==> src/rtl/alu_issue.sv <==
// Issue stage between register read and execute: decodes an RV32 subset into the
// 3-bit ALU control code and registers the ALU operands behind a valid/ready handshake.
module alu_issue #(
  parameter int MUL_CYCLES = 2
) (
  input  logic        clk_i,
  input  logic        rst_i,
  input  logic        valid_i,
  output logic        ready_o,
  input  logic [31:0] instr_i,
  input  logic [31:0] rs1_data_i,
  input  logic [31:0] rs2_data_i,
  input  logic        flush_i,
  output logic [31:0] alu_data1_o,
  output logic [31:0] alu_data2_o,
  output logic [2:0]  alu_ctrl_o,
  output logic [4:0]  rd_o,
  output logic        reg_write_o,
  output logic        illegal_o,
  output logic        valid_o,
  input  logic        ready_i
);

  typedef enum logic [1:0] {EMPTY, FULL, MUL_WAIT} state_t;

  // Wait-counter start value; unused when MUL_CYCLES is 1.
  localparam logic [2:0] CNT_INIT = (MUL_CYCLES > 1) ? 3'(MUL_CYCLES - 2) : 3'd0;

  state_t      state_reg;
  logic [2:0]  cnt_reg;

  logic [6:0]  opcode;
  logic [2:0]  funct3;
  logic [6:0]  funct7;
  logic [31:0] imm_i;
  logic [31:0] imm_s;

  logic [2:0]  ctrl_next;
  logic [31:0] data2_next;
  logic        reg_write_next;
  logic        illegal_next;
  logic        is_mul;
  logic        accept;

  assign opcode = instr_i[6:0];
  assign funct3 = instr_i[14:12];
  assign funct7 = instr_i[31:25];
  assign imm_i  = {{20{instr_i[31]}}, instr_i[31:20]};
  assign imm_s  = {{20{instr_i[31]}}, instr_i[31:25], instr_i[11:7]};

  always_comb begin
    ctrl_next      = 3'b000;
    data2_next     = rs2_data_i;
    reg_write_next = 1'b0;
    illegal_next   = 1'b0;
    is_mul         = 1'b0;
    case (opcode)
      7'b0110011: begin
        reg_write_next = 1'b1;
        case ({funct7, funct3})
          {7'b0000000, 3'b000}: ctrl_next = 3'b000;
          {7'b0100000, 3'b000}: ctrl_next = 3'b001;
          {7'b0000000, 3'b111}: ctrl_next = 3'b010;
          {7'b0000000, 3'b110}: ctrl_next = 3'b011;
          {7'b0000001, 3'b000}: begin
            ctrl_next = 3'b100;
            is_mul    = 1'b1;
          end
          default: begin
            reg_write_next = 1'b0;
            illegal_next   = 1'b1;
          end
        endcase
      end
      7'b0010011, 7'b0000011: begin
        // addi (funct3 000) and lw (funct3 010) share the I-immediate add path
        if ((opcode == 7'b0010011 && funct3 == 3'b000) ||
            (opcode == 7'b0000011 && funct3 == 3'b010)) begin
          data2_next     = imm_i;
          reg_write_next = 1'b1;
        end else begin
          illegal_next = 1'b1;
        end
      end
      7'b0100011: begin
        if (funct3 == 3'b010) data2_next = imm_s;
        else                  illegal_next = 1'b1;
      end
      7'b1100011: begin
        if (funct3 == 3'b000) ctrl_next = 3'b001;
        else                  illegal_next = 1'b1;
      end
      default: illegal_next = 1'b1;
    endcase
  end

  assign ready_o = !rst_i && !flush_i &&
                   ((state_reg == EMPTY) || ((state_reg == FULL) && ready_i));
  assign accept  = valid_i && ready_o && !flush_i;
  assign valid_o = (state_reg == FULL);

  always_ff @(posedge clk_i) begin
    if (rst_i) begin
      state_reg   <= EMPTY;
      cnt_reg     <= 3'd0;
      alu_data1_o <= 32'd0;
      alu_data2_o <= 32'd0;
      alu_ctrl_o  <= 3'd0;
      rd_o        <= 5'd0;
      reg_write_o <= 1'b0;
      illegal_o   <= 1'b0;
    end else if (flush_i) begin
      state_reg <= EMPTY;
    end else if (accept) begin
      alu_data1_o <= rs1_data_i;
      alu_data2_o <= data2_next;
      alu_ctrl_o  <= ctrl_next;
      rd_o        <= instr_i[11:7];
      reg_write_o <= reg_write_next;
      illegal_o   <= illegal_next;
      if (is_mul && MUL_CYCLES > 1) begin
        state_reg <= MUL_WAIT;
        cnt_reg   <= CNT_INIT;
      end else begin
        state_reg <= FULL;
      end
    end else begin
      case (state_reg)
        FULL:     if (ready_i) state_reg <= EMPTY;
        MUL_WAIT: begin
          if (cnt_reg == 3'd0) state_reg <= FULL;
          else                 cnt_reg   <= cnt_reg - 3'd1;
        end
        default:  state_reg <= state_reg;
      endcase
    end
  end

endmodule

==> config.mk <==
export PLATFORM = sky130hd
export DESIGN_NAME = alu_issue
export DESIGN_NICKNAME = d
export VERILOG_FILES = /design/src/rtl/alu_issue.sv
export SDC_FILE = /design/constraint.sdc
export NUM_CORES = 1
export LEC_CHECK = 0
export ABC_AREA = 1
export CAP_MARGIN = 20
export CORE_UTILIZATION = 39
export CTS_CLUSTER_DIAMETER = 80
export DETAILED_ROUTE_END_ITERATION = 12
export PLACE_DENSITY = 0.78
export SLEW_MARGIN = 20
export SYNTH_ARGS = -nofsm -noshare
export SYNTH_HDL_FRONTEND = slang
export SYNTH_SLANG_ARGS = --single-unit
==> constraint.sdc <==
create_clock -name clk_i -period 1.36 [get_ports clk_i]
set_input_delay 0.408 -clock clk_i [delete_from_list [all_inputs] [get_ports clk_i]]
set_output_delay 0.408 -clock clk_i [all_outputs]
set_load 0.02 [all_outputs]
==> impl_metrics.toml, run 1 <==
# yosys + openroad results
[global_routing]
grt_max_degree = 53
grt_util_met2_pct = 54.68
grt.busiest_layer = "met2"
grt_pass1_wl_mm = 26.16
grt_use_met3_pct = 6.737
grt_use_met1_pct = 31.64

[detailed_routing]
drc_errors = 0
avgViaCountPerCell = 5.420
route.met3.wl_mm = 1.389

[setup_path]
crit_cells = 9
worstRegToRegCells = 9
critPathCapture = "cnt_reg[2]$_SDFFE_PP0P_"
reg2reg_slack_ns = -0.20
worstPathCellList = "inv_2 > buf_4 > nor2_2 > o21ai_0 > a21oi_2 > buf_4 > nand2_1 > nand2_1 > a21oi_1"
crit_path_end_kind = "flip-flop"
crit_buf_inv = 3
required_ns = 1.61
crit_fanout = 4
reg2reg_to = "cnt_reg[2]$_SDFFE_PP0P_"
slowest_delay_ns = 0.37

[clock_tree]
cts_hold_buffers = 0
clock_path_buffers = 2
post_cts.repair.setup_buffers = 13
cts_sinks = 79
cts_inserted_buffers = 9
cts_tree = "built"
htree_levels = 3

[power_and_ir_drop]
total_power_w = 0.006025
p_per_area_nw_per_um2 = 817.0
switchingPower_w = 0.001819
p_comb_share_pct = 25.3
clkPwrFrac_pct = 33.1
cellLeakagePower_nw = 3.490
top_power_group = "registers"
max-vdd-ir-drop_uv = 514.2

[synthesis]
yosys.area.top_type = "dfxtp_1"
aoi_share_pct = 11.93
syn_inst = 659
ys_sh_adder_pct = 0.6039
yosysWarnings = 0
synth_flops = 79
yosys-top-cells-count = "nor2_1 (144), nand2_1 (136), dfxtp_1 (79), nand3_1 (79), o21ai_0 (59)"
ys_seq_share_pct = 38.16
ys.flop_type = "dfxtp_1"
xor_share_pct = 0.2114
mux_share_pct = 0
yosysMostFrequentCell = "nor2_1"
ys_async_sr_fraction_pct = 0
yosysTopAreaCellShare_pct = 38.16
ys_cells = 659
ys_types = 26
simple_gate_area_share_pct = 39.34

[cells_and_area]
design.seq.count = 79
final_util_pct = 71.43
mostFrequentLayoutCells = "nand2_1 (108), nor2_1 (100), clkdlybuf4s50_1 (76), nand3_1 (70), buf_2 (70)"
syn2layout_area_growth_pct = 77.96
final_cells = 1035
fillCellCount = 761
clock_buffer_count = 10
seq_area_share_pct = 21.63
clk_share_pct = 2.986
n_all_inverters = 59
seq_area_sq_um = 1595
biggestRegsByFlops = "alu_data1_o (32), alu_data2_o (32), rd_o (5)"
sh_comb_area_pct = 37.72
logic_area_sq_um = 2781

[placed_design]
hpwl_mm = 10.39
gp_congestion = 0.8685
place_inst = 993
pre_cts_ws_ns = -0.9226

[status]
violations = "setup timing"
status = "finished, violations left"

[sta]
finalCritPeriodShare_pct = 115.0
hold_viol = 0
finalSetupViolCount = 76
setup_ws_ns = -0.2033
rsz0062_at_grt = "yes"
fin_setup_tns_ns = -5.130
whs_ns = 0.4149
max_freq_ghz = 0.6397
fin_crit_ns = 1.563
finalClockSkew_ns = 0.01362

[floorplan]
core-area_sq_um = 10320
die_h_microns = 105.1
rows = 37

[job]
drv_cap = 0

[worst_hold_path]
hold_class = "in -> reg"
-- run 1: worst min path at each step --
stage                                       start                     endpoint  slack [ns]  cells past startpoint
final                                 instr_i[29]  alu_data2_o[9]$_SDFFE_PP0P_        0.41                      5
after floorplan           cnt_reg[0]$_SDFFE_PP0P_      cnt_reg[0]$_SDFFE_PP0P_        0.44                      2
after global placement    cnt_reg[0]$_SDFFE_PP0P_      cnt_reg[0]$_SDFFE_PP0P_        0.44                      2
after CTS                 cnt_reg[0]$_SDFFE_PP0P_      cnt_reg[0]$_SDFFE_PP0P_        0.46                      2
after detailed placement  cnt_reg[0]$_SDFFE_PP0P_      cnt_reg[0]$_SDFFE_PP0P_        0.45                      2
after global routing                  instr_i[29]  alu_data2_o[9]$_SDFFE_PP0P_        0.46                      5
**Run 1: zoomed window**

Bar = 10 microns. Window x 40 to 65, y 19 to 44 microns. Cells in grey, sequential cells in the stronger grey; small squares are vias.
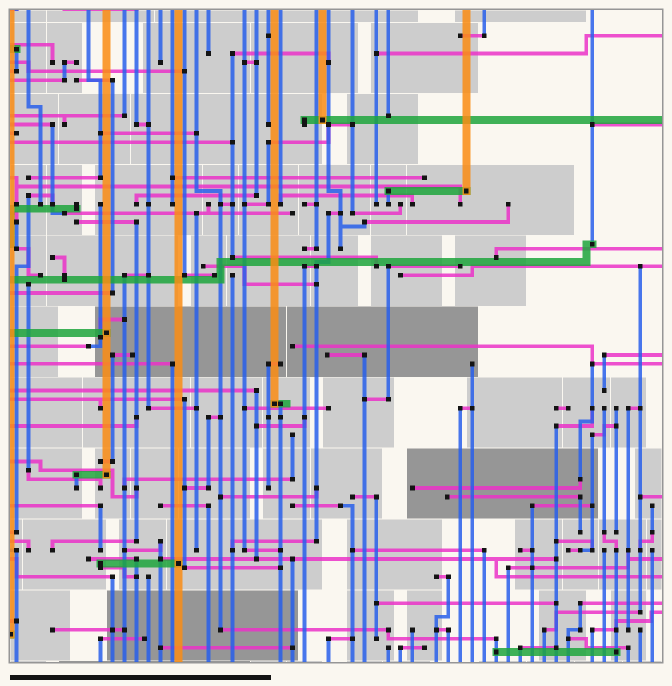
M4: shown in orange. M1: shown in magenta. M3: shown in green. M2: shown in blue.
Netlist names of flops here include alu_data2_o (4). Sequential cells in the window: 4. Most frequent: buf_4 (11), nor2_1 (6), nand3_1 (5). 53 logic cells have their middle in the window.

**Run 1: signal metal coverage by tile**

21 x 21 tiles, from black (low) to pale yellow (high), scaled to the fullest tile. Values are wire area over tile area, all layers added.
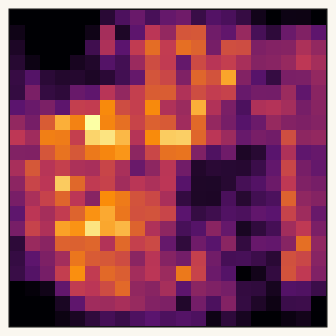
27% of the tiles are over half the peak. The emptiest ninth of the die: top left. The fullest tile reaches 0.74. The densest ninth of the die: left middle. The mean over all tiles is 0.26. 7.0% of the tiles are nearly empty.
drt wl/cell: 16.80 microns
vias post-DR: 5610
GRT Util Overall: 29.83%
drt total wl: 17.38 mm

**Run 1: routed clock nets over the placement**

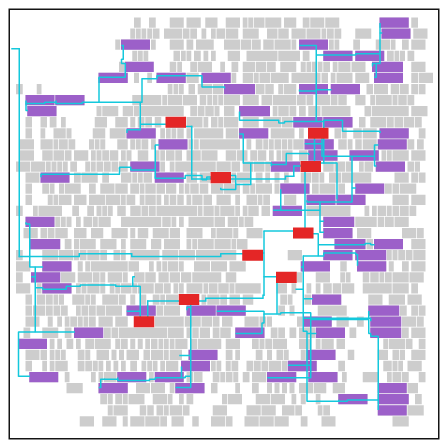
clock-net drivers: shown in red, count 9. flip-flops: shown in purple, count 79. clock wires: shown in cyan, length 1080 microns.
There are 10 routed clock nets.

**Run 1: selected gate families**

Bar = 20 microns.
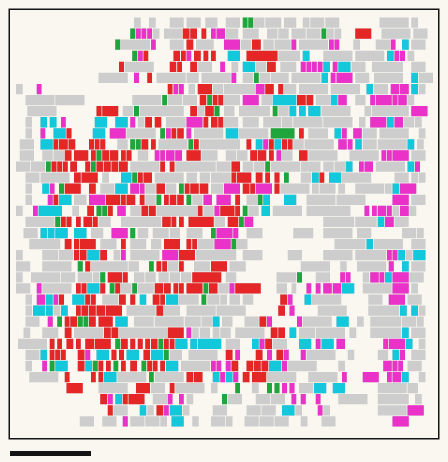

==> run 2, diff against run 1 <==
--- a/config.mk
+++ b/config.mk
@@ -11,6 +11,7 @@
 export CTS_CLUSTER_DIAMETER = 80
 export DETAILED_ROUTE_END_ITERATION = 12
 export PLACE_DENSITY = 0.78
+export REMOVE_ABC_BUFFERS = 1
 export SLEW_MARGIN = 20
 export SYNTH_ARGS = -nofsm -noshare
 export SYNTH_HDL_FRONTEND = slang
**Run 2: selected gate families**

Bar = 20 microns.
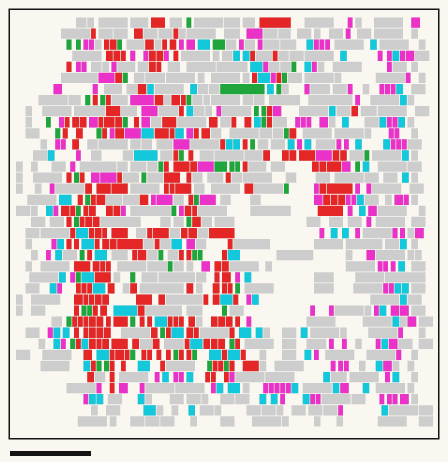
nand cells: shown in red, cells 231, most used nand2_1. inv cells: shown in green, cells 61, most used inv_1. nor cells: shown in magenta, cells 152, most used nor2_1, where widely spread. aoi and oai cells: shown in cyan, cells 98, most used o21ai_0, where widely spread.

==> run 2 against run 1 <==
Compared with the run above:
- the flow still finishes with violations (setup timing)
- total power is 1.3% lower
- sequential share of layout area is 0.23 points higher
- final area shrank 1.7%
- critical endpoint unchanged
- largest cell class unchanged
==> impl_metrics.toml, run 2 <==
# yosys + openroad results
[power_and_ir_drop]
p_per_area_nw_per_um2 = 820.1
clock_power_w = 0.00200
clkPwrFrac_pct = 33.7
p_comb_share_pct = 24.4
max-vdd-ir-drop_uv = 437.0
cellLeakagePower_nw = 3.519
switchingPower_w = 0.001746

[setup_path]
crit_buf_inv = 3
slowest_delay_ns = 0.38
crit_path_end_kind = "flip-flop"
crit_cells = 8
crit_fanout = 7
worstPathCellList = "nand2_4 > buf_6 > nand4_4 > clkinv_4 > buf_4 > nor2_1 > nand3_1 > a21oi_1"
reg2reg_to = "cnt_reg[2]$_SDFFE_PP0P_"
required_ns = 1.66
reg2reg_slack_ns = -0.18
critPathCapture = "cnt_reg[2]$_SDFFE_PP0P_"

[global_routing]
grt_use_met1_pct = 31.92
grt.busiest_layer = "met2"
grt_util_met2_pct = 50.43
grt_max_degree = 48
grtUsageTotal_pct = 28.15

[job]
drv_cap = 0
log.warning_count = 33

[sta]
fin_setup_tns_ns = -8.539
finalClockSkew_ns = 0.008113
setup_ws_ns = -0.1763
whs_ns = 0.4156
fin_crit_ns = 1.536
finalSetupViolCount = 79
finalCritPeriodShare_pct = 113.0
max_freq_ghz = 0.6509
rsz0062_at_grt = "yes"

[cells_and_area]
final_util_pct = 70.25
final_cells = 1039
syn2layout_area_growth_pct = 75.00
logic_area_sq_um = 2569
fillCellCount = 789
mostFrequentLayoutCells = "nand2_1 (116), nor2_1 (115), dfxtp_1 (76), buf_2 (75), clkdlybuf4s50_1 (74)"
biggestRegsByFlops = "alu_data1_o (32), alu_data2_o (32), rd_o (5)"

[synthesis]
edf_count = 0
syn_inst = 659
yosys.area.top_type = "dfxtp_1"
synth.avg_cell_area_sq_um = 6.288
synth_flops = 79
ys_async_sr_fraction_pct = 0
yosys-top-cells-count = "nor2_1 (144), nand2_1 (136), dfxtp_1 (79), nand3_1 (79), o21ai_0 (59)"
area_leaders = "dfxtp_1 (38%), nor2_1 (13%), nand2_1 (12%)"
ys.flop_type = "dfxtp_1"
yosysWarnings = 0
ys_types = 26
ys_cells = 659
yosysTopAreaCellShare_pct = 38.16
ys_seq_share_pct = 38.16

[worst_hold_path]
min_from = "instr_i[28]"
hold_class = "in -> reg"
whs_path_depth = 5
whs_endpoint = "alu_data2_o[8]$_SDFFE_PP0P_"

[placed_design]
gp_congestion = 0.9082
pre_cts_ws_ns = -0.8243
place_inst = 985

[floorplan]
core-area_sq_um = 10320
rows = 37
die_h_microns = 105.1

[detailed_routing]
vias = 5568
route.met3.wl_mm = 1.228
avgViaCountPerCell = 5.359
wl_mm = 16.98
drc_errors = 0

[status]
status = "finished, violations left"
violations = "setup timing"

[clock_tree]
cts_inserted_buffers = 9
htree_levels = 3
clock_path_buffers = 2
cts_tree = "built"
cts_sinks = 79
cts_hold_buffers = 0
-- run 2: layout make-up --
class                   count  share of cell area, %
multi-input cells         484                  35.42
repair buffers            264                  33.68
flip-flops and latches     79                  21.86
inverters                  59                  3.416
well taps                 136                  2.346
clock buffers              10                  1.898
clock inverters             5                  1.139
repair inverters            2                 0.2415
-- run 2: kinds of logic (layout without fill, tap and decap cells) --
group / count (synthesis) / after routing / synth area share [%]
buffers and inverters: 97 / 340 / 9.752
DFF: 79 / 79 / 38.16
xor gates and xnor gates: 1 / 1 / 0.2114
adders and majority gates: 2 / 2 / 0.6038
AOI/OAI and AO/OA: 98 / 98 / 11.93
and+or+nand+nor: 382 / 383 / 39.34
-- run 2: what timing repair did --
item,4_1_cts,5_1_grt
setup buffers,11,9
setup endpoints to repair,155,82
gates resized,421,107
pin swaps,18,34
cloned,13,9
**Run 2: zoomed window**

Bar = 10 microns. Window x 40 to 65, y 19 to 44 microns. Cells in grey, sequential cells in the stronger grey; small squares are vias.
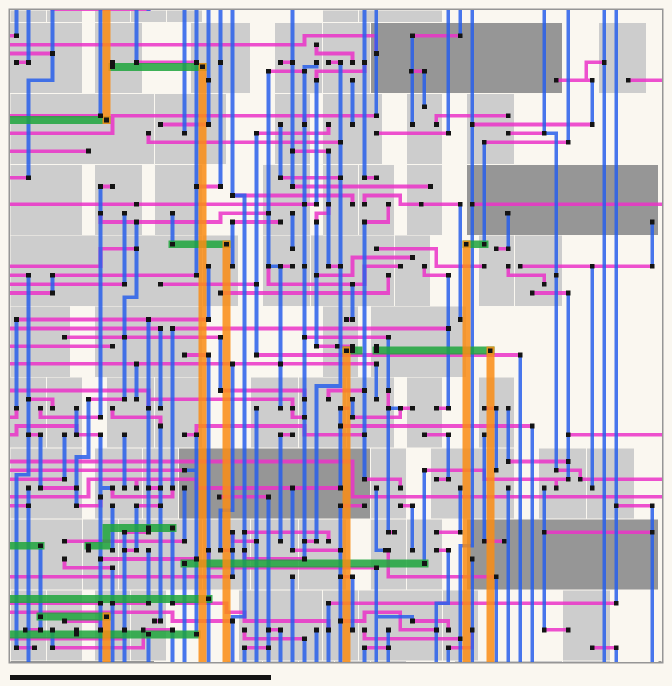

==> run 3, diff against run 2 <==
--- a/config.mk
+++ b/config.mk
@@ -7,10 +7,10 @@
 export LEC_CHECK = 0
 export ABC_AREA = 1
 export CAP_MARGIN = 20
-export CORE_UTILIZATION = 39
+export CORE_UTILIZATION = 40
 export CTS_CLUSTER_DIAMETER = 80
 export DETAILED_ROUTE_END_ITERATION = 12
-export PLACE_DENSITY = 0.78
+export PLACE_DENSITY = 0.76
 export REMOVE_ABC_BUFFERS = 1
 export SLEW_MARGIN = 20
 export SYNTH_ARGS = -nofsm -noshare
==> constraint.sdc (replaced) <==
create_clock -name clk_i -period 2 [get_ports clk_i]
set_input_delay 0.6 -clock clk_i [delete_from_list [all_inputs] [get_ports clk_i]]
set_output_delay 0.6 -clock clk_i [all_outputs]
set_load 0.02 [all_outputs]
**Run 3: zoomed window**

Bar = 10 microns. Window x 39 to 64, y 19 to 44 microns. Cells in grey, sequential cells in the stronger grey; small squares are vias.
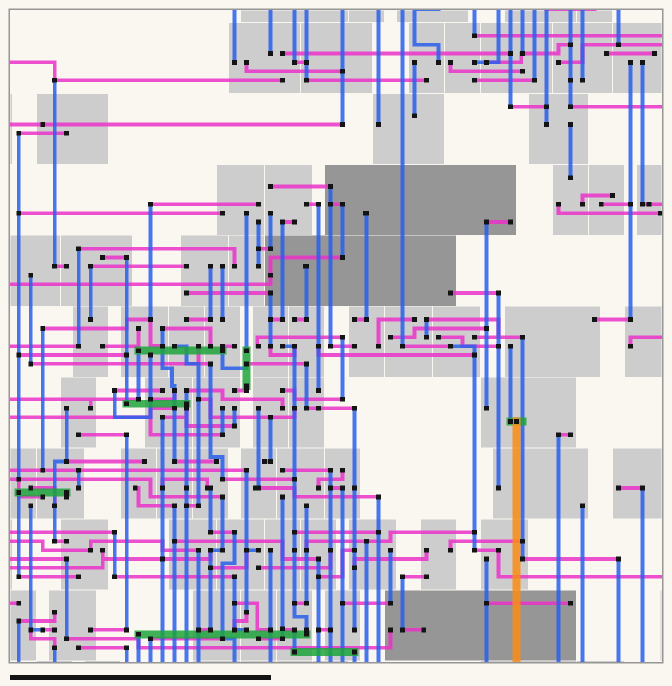
M2: shown in blue. M4: shown in orange. M1: shown in magenta. M3: shown in green.
Most frequent: nand2_1 (19), nand3_1 (9), buf_4 (6). Sequential cells in the window: 3. 62 logic cells have their middle in the window. Netlist names of flops here include alu_data2_o (3).

==> run 3 against run 2 <==
Compared with the run above:
- the flow now finishes without violations
- flip-flop count is the same
- synthesized area unchanged
- worst setup slack better by 0.23 ns
- critical path depth decreased by 7
- clock skew fell by 0.0027 ns
- routed wire length shrank 22%
- sequential power decreased by 32%
- utilization is 5.1 points lower
- global-route usage is 3.5 points lower
- die size shrank 2.4%
- combinational power fell by about 40%
- total power fell by 39%
- critical path type is now reg -> out
- largest power group unchanged
==> impl_metrics.toml, run 3 <==
# yosys + openroad results
[setup_path]
worstRegToRegCells = 8
critPathCapture = "alu_ctrl_o[2]"
reg2reg_to = "cnt_reg[2]$_SDFFE_PP0P_"
crit_path_end_kind = "output port"
crit_cells = 1
required_ns = 1.40
crit_buf_inv = 1

[cells_and_area]
sh_comb_area_pct = 33.43
n_all_buffers = 221
largest_class = "combinational gates"
logic_area_sq_um = 2158
final_util_pct = 65.15
syn2layout_area_growth_pct = 55.80
layout.nonclk_buf_share_pct = 33.37
seq_area_sq_um = 1582
fillCellCount = 864
clock_buffer_count = 10
n_all_inverters = 59
comb_cells = 483
mostFrequentLayoutCells = "clkdlybuf4s50_1 (166), nor2_1 (144), nand2_1 (136), nand3_1 (79), dfxtp_1 (79)"

[detailed_routing]
wl_per_cell_microns = 13.33
route.met3.wl_microns = 832
avgViaCountPerCell = 4.971
drc_errors = 0

[synthesis]
ys_seq_share_pct = 38.16
syn_inst = 659
ys_async_sr_fraction_pct = 0
yosysWarnings = 0
topCombFamilyByArea = "simple AND/OR/NAND/NOR gates"
synth.avg_cell_area_sq_um = 6.288
mux_share_pct = 0
edf_count = 0
yosysTopAreaCellShare_pct = 38.16
yosysMostFrequentCell = "nor2_1"
yosys.area.top_type = "dfxtp_1"
area_leaders = "dfxtp_1 (38%), nor2_1 (13%), nand2_1 (12%)"
ys.flop_type = "dfxtp_1"
ys_sh_adder_pct = 0.6039
ys_types = 26

[placed_design]
hpwl_mm = 9.913
place_inst = 975
pre_cts_ws_ns = -0.5685
gp_congestion = 0.8650

[floorplan]
rows = 36
core-area_sq_um = 9910
taps = 133

[power_and_ir_drop]
clock_power_w = 0.00109
top_power_group = "registers"
p_comb_share_pct = 23.8
p_per_area_nw_per_um2 = 565.4
switchingPower_w = 0.001092
cellLeakagePower_nw = 2.845
clkPwrFrac_pct = 29.9

[sta]
fin_crit_ns = 1.942
setup_ws_ns = 0.05773
finalClockSkew_ns = 0.005431
whs_ns = 0.4647
rsz0062_at_grt = "no"
finalSetupViolCount = 0
finalCritPeriodShare_pct = 97.11
hold_viol = 0
fin_setup_tns_ns = 0

[job]
log.warning_count = 31
drv_cap = 0

[global_routing]
grt_pass1_wl_mm = 21.82
grt_util_met2_pct = 43.00
grt_use_met1_pct = 29.61
grt_max_degree = 53

[clock_tree]
htree_levels = 3
post_cts.repair.setup_buffers = 0
cts_sinks = 79
cts_tree = "built"

[status]
status = "finished clean"

[worst_hold_path]
hold_class = "reg -> reg"
==> run 3: worst min-delay path by stage <==
stage,startpoint,cells past startpoint,end
2_1_floorplan,cnt_reg[1]$_SDFFE_PP0P_,2,cnt_reg[1]$_SDFFE_PP0P_
3_3_place_gp,cnt_reg[0]$_SDFFE_PP0P_,2,cnt_reg[0]$_SDFFE_PP0P_
3_5_place_dp,cnt_reg[0]$_SDFFE_PP0P_,2,cnt_reg[0]$_SDFFE_PP0P_
4_1_cts,cnt_reg[0]$_SDFFE_PP0P_,2,cnt_reg[0]$_SDFFE_PP0P_
5_1_grt,cnt_reg[0]$_SDFFE_PP0P_,2,cnt_reg[0]$_SDFFE_PP0P_
6_report,cnt_reg[0]$_SDFFE_PP0P_,2,cnt_reg[0]$_SDFFE_PP0P_
Power and IR drop assume default switching activity.
